`src/rtl/inst_fetch_unit.sv`:
```
// Instruction fetch stage: fetch address register, 1-cycle imem read issue, prefetch FIFO to decode.
// Optional `FETCH_PERF_CNT_EN adds saturating perf_fetched / perf_bubbles counters.
module inst_fetch_unit #(
  parameter int unsigned ADDR_W     = 8,
  parameter int unsigned DATA_W     = 32,
  parameter int unsigned FIFO_DEPTH = 2
) (
  input  logic              clk,
  input  logic              rst,
  input  logic              redirect_valid,
  input  logic [ADDR_W-1:0] redirect_pc,
  output logic              imem_en,
  output logic [ADDR_W-1:0] imem_addr,
  input  logic [DATA_W-1:0] imem_rdata,
  output logic              inst_valid,
  input  logic              inst_ready,
  output logic [DATA_W-1:0] inst_data,
  output logic [ADDR_W-1:0] inst_pc
`ifdef FETCH_PERF_CNT_EN
  ,
  output logic [15:0]       perf_fetched,
  output logic [15:0]       perf_bubbles
`endif
);

  localparam int unsigned PTR_W = (FIFO_DEPTH > 1) ? $clog2(FIFO_DEPTH) : 1;
  localparam int unsigned CNT_W = $clog2(FIFO_DEPTH) + 1;

  logic [ADDR_W-1:0] fetch_pc;
  logic [ADDR_W-1:0] resp_pc;
  logic              in_flight;
  logic [ADDR_W-1:0] fifo_pc   [FIFO_DEPTH];
  logic [DATA_W-1:0] fifo_data [FIFO_DEPTH];
  logic [PTR_W-1:0]  rd_ptr;
  logic [PTR_W-1:0]  wr_ptr;
  logic [CNT_W-1:0]  count;

  logic              pop;
  logic              push;
  logic              issue;
  logic [CNT_W-1:0]  occupancy;

  // Issue only when the slot reserved for the response is guaranteed free at push time.
  always_comb begin
    pop       = inst_valid & inst_ready;
    push      = in_flight & ~redirect_valid;
    occupancy = count + CNT_W'(in_flight);
    issue     = 1'b0;
    if (!rst && !redirect_valid) begin
      if (occupancy < CNT_W'(FIFO_DEPTH)) begin
        issue = 1'b1;
      end else if (occupancy == CNT_W'(FIFO_DEPTH) && pop) begin
        issue = 1'b1;
      end
    end
  end

  assign imem_en    = issue;
  assign imem_addr  = fetch_pc;
  assign inst_valid = (count != '0);
  assign inst_data  = fifo_data[rd_ptr];
  assign inst_pc    = fifo_pc[rd_ptr];

  // Redirect flushes the FIFO and drops the response arriving this cycle.
  always_ff @(posedge clk or posedge rst) begin
    if (rst) begin
      fetch_pc  <= '0;
      resp_pc   <= '0;
      in_flight <= 1'b0;
      rd_ptr    <= '0;
      wr_ptr    <= '0;
      count     <= '0;
      for (int i = 0; i < FIFO_DEPTH; i++) begin
        fifo_pc[i]   <= '0;
        fifo_data[i] <= '0;
      end
    end else if (redirect_valid) begin
      fetch_pc  <= redirect_pc;
      in_flight <= 1'b0;
      rd_ptr    <= '0;
      wr_ptr    <= '0;
      count     <= '0;
    end else begin
      if (issue) begin
        fetch_pc <= fetch_pc + ADDR_W'(1);
        resp_pc  <= fetch_pc;
      end
      in_flight <= issue;
      if (push) begin
        fifo_pc[wr_ptr]   <= resp_pc;
        fifo_data[wr_ptr] <= imem_rdata;
        wr_ptr            <= wr_ptr + PTR_W'(1);
      end
      if (pop) begin
        rd_ptr <= rd_ptr + PTR_W'(1);
      end
      if (push && !pop) begin
        count <= count + CNT_W'(1);
      end else if (pop && !push) begin
        count <= count - CNT_W'(1);
      end
    end
  end

  push_when_full_a: assert property (@(posedge clk) disable iff (rst)
    !(push && !pop && count == CNT_W'(FIFO_DEPTH)));

`ifdef FETCH_PERF_CNT_EN
  // Saturating counters: delivered instructions and empty-head cycles.
  always_ff @(posedge clk or posedge rst) begin
    if (rst) begin
      perf_fetched <= '0;
      perf_bubbles <= '0;
    end else begin
      if (pop && perf_fetched != 16'hFFFF) begin
        perf_fetched <= perf_fetched + 16'd1;
      end
      if (!inst_valid && perf_bubbles != 16'hFFFF) begin
        perf_bubbles <= perf_bubbles + 16'd1;
      end
    end
  end
`endif

endmodule

```
`config.mk`:
```
export PLATFORM = sky130hd
export DESIGN_NAME = inst_fetch_unit
export DESIGN_NICKNAME = d
export VERILOG_FILES = /design/src/rtl/inst_fetch_unit.sv
export SDC_FILE = /design/constraint.sdc
export NUM_CORES = 1
export LEC_CHECK = 0
export CAP_MARGIN = 15
export CORE_MARGIN = 2
export CORE_UTILIZATION = 40
export DETAILED_ROUTE_END_ITERATION = 7
export SLEW_MARGIN = 20
export SYNTH_ARGS = -nofsm -noshare
export SYNTH_HDL_FRONTEND = slang
export SYNTH_SLANG_ARGS = --single-unit
```
`constraint.sdc`:
```
create_clock -name clk -period 4.95 [get_ports clk]
set_clock_uncertainty 0.15 [all_clocks]
set_input_delay 1.2375 -clock clk [delete_from_list [all_inputs] [get_ports clk]]
set_output_delay 1.2375 -clock clk [all_outputs]
set_load 0.03 [all_outputs]
```
==> results.txt <==
Flow results are below.

- The synthesized netlist devotes 0.9693% of its cell area to XOR and XNOR gates.
- The number of enable flip-flop cells is 0, for reference.
- The standard cell area after detailed placement is 5610 sq um, for reference.
- The routed layout reports a DRC error count of 0.
- For reference, the top cells by count after synthesis are sky130_fd_sc_hd__mux2_2 (128), sky130_fd_sc_hd__dfrtp_1 (101), sky130_fd_sc_hd__nand2_1 (8), sky130_fd_sc_hd__buf_1 (7), sky130_fd_sc_hd__nor2_1 (7).
- The global-route wire length before repair is 14.43 mm, for reference.
- The layout report lists the combined flip-flop and latch area as about 2500 sq um.
- The worst supply voltage drop on vdd is 0.1783 mV, for reference.
- In the final report, the number of hold violations comes to 0.
- The total sequential power is 1.17 mW, for reference.
- The most critical setup path has its endpoint at imem_en.
- The final critical-path share of the clock period is about 90%, for reference.
- The flow ran to the end, and the final reports show no timing, DRC or antenna violations.
- For reference, the clock transition at the flip-flops on the worst setup and hold paths is 70 ps.
- The tree is rooted in a sky130_fd_sc_hd__clkbuf_16.
- The detailed router finished its first iteration with 78 violations.
- The script computed a power per unit cell area of 468.3 nW/um^2.
- The number of logged tool warnings is 26, for reference.
- Nets still carrying antenna violations after routing amount to 0.
- The overall global routing resource usage is 15.47%, for reference.
- The data required time at the worst endpoint is 3560 ps, for reference.
- The worst register-to-register path ends at resp_pc[3].
- The inverter count is 5, for reference.
- After Yosys synthesis, AND-OR and OR-AND compound gates account for 2.797% of the synthesized area.
- Adding up every negative setup slack in the final design gives 0 ps.
- The switching power total is 828.2 uW, for reference.
- Of the combinational cells, the family taking the most area is multiplexers.
- For this run, the leading register cell type out of synthesis is sky130_fd_sc_hd__dfrtp_1.
- By area, flip-flops and latches come first.
- The flow inserted between 100 and 150 tap cells.
- The worst hold slack after final layout is roughly 350 ps, for reference.
- Per the Yosys statistics, synthesis produced 320 cells.
- The worst reg2reg path startpoint is in_flight, for reference.
- The average vias per placed instance is 5.093, for reference.
- The first detailed-routing pass ran for 4 iterations.
- The worst path needs 4379 ps of the cycle, external delays included.
- The total die size is 12160 sq um, for reference.
- The number of global-route vias before repair is approximately 2900.
- The top-area cell type share of the netlist area is 55.94%, for reference.
- Per the post-synthesis stats, the area per cell is 14.12 sq um.
- The post-synth register bit count is 101.
- The share of total power consumed by net switching is between 20% and 30%, for reference.
- The number of cells on the worst hold path is 1, for reference.
- The routed design shows a wire length per standard cell of 16.26 um.
- The dominant cell type by area after synthesis is sky130_fd_sc_hd__dfrtp_1, for reference.
- The number of placed I/O pins is 94, for reference.
- The number of endpoints failing setup at the final stage is 0, for reference.
- The worst-case max-slew headroom was logged as 35.76%.
- Ranked by total cell area, the synthesized netlist is headed by sky130_fd_sc_hd__dfrtp_1 (56%), sky130_fd_sc_hd__mux2_2 (32%), sky130_fd_sc_hd__or4_1 (0.83%).
- The wire length recorded after detailed routing is 9.088 mm.
-- layout by cell type, fill, tap and decap left out, drive strengths merged --
cell             n
nand2b           1
nand4            2
and2             2
nor2b            3
dfrtp          101
nor3             1
nor3b            1
nand4b           1
mux2i            1
nand3            6
a21oi            1
mux2           128
buf              9
ha               2
o31ai            3
clkdlybuf4s50   93
o211ai           2
nor2             7
bufinv           1
inv              5
or3              2
or4              5
xor2             2
clkbuf          12
clkinv           3
a221oi           1
a22o             1
nand2            8
a22oi            1
a31oi            3
nand3b           2
o21ai            5
a2111oi          1
xnor2            3
-- worst max-delay path, cell delays in order --
cell	delay [ps]
sky130_fd_sc_hd__clkdlybuf4s50_1	570
sky130_fd_sc_hd__nand2b_1	110
sky130_fd_sc_hd__a221oi_2	250
sky130_fd_sc_hd__and2_1	160
sky130_fd_sc_hd__clkdlybuf4s50_1	670
-- state kept, by name, indices dropped and copies added, names as in the netlist --
register,cells
count,2
fifo_data,64
fifo_pc,16
imem_addr,8
in_flight,1
rd_ptr,1
resp_pc,8
wr_ptr,1
-- per-layer routing --
layer / up-vias / global-route usage, % / routed length [um]
met5: - / 0 / 0
met2: 65 / 24.98 / 4264
met4: 0 / 4.821 / 105
met1: 1427 / 20.73 / 4287
li1: 1349 / - / -
met3: 6 / 3.586 / 429
-- stage by stage --
stage	setup slack (ps)	instances	power (mW)
6_report	571.1	559	2.774
2_1_floorplan	187.1	320	1.746
4_1_cts	550.3	559	2.818
3_5_place_dp	560.9	543	2.083
3_3_place_gp	579.3	543	2.059
5_1_grt	480.6	559	2.928
Pin placement:
Scale: 4 px per um. Pins as bars across the die edge, other pins in grey.
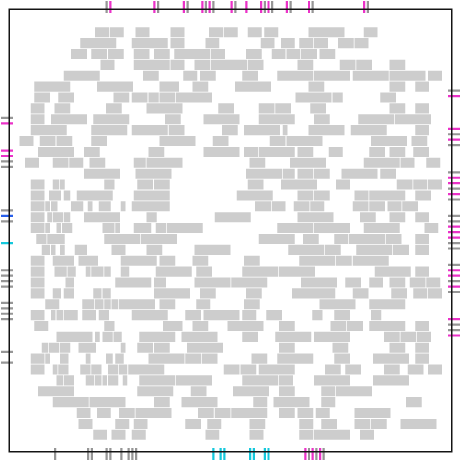
[magenta] inst_data | pins: 32 | direction: output | edge: 14 east, 12 north, 3 south, 3 west
[cyan] inst_pc | pins: 8 | direction: output | edge: 7 south, 1 west
[blue] inst_valid | pins: 1 | direction: output | edge: west
all pins by edge: 29 east, 23 north, 22 south, 20 west
width of the die: 110.3 um
Chip Height: 110.3 um
total of buffers placed on input and output ports: 93

Port wiring:
Scale: 2 px per um.
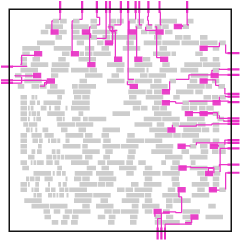
[magenta] inst_data | direction: output | end cells: 32 | buffers: 32 | wire: 688 um

Cell placement:
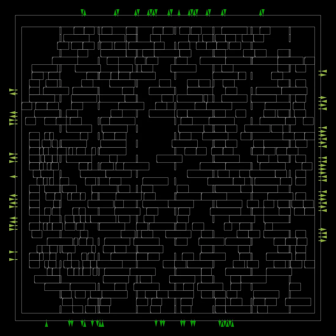
row count: 38
flip-flop and latch count: 101
fraction of the core area covered by cells at the end of the flow: 54.16%
# fillers: 964
final standard cell count with taps included and fillers excluded: 559

Sizing map:
Scale: 4 px per um.
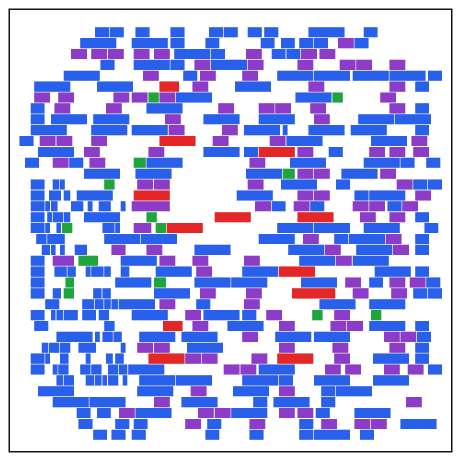
[purple] x2 | cells: 132
[blue] x1 and smaller | cells: 261
[red] x6 and larger | cells: 12
[green] x3 and x4 | cells: 14
final std cell area, no fill: 5923 sq um
count of plain and timing-repair buffers in the layout: 102
area growth from synthesis to layout: 31.10%

Power figures rest on the tool's default switching activity, not on a simulated workload.
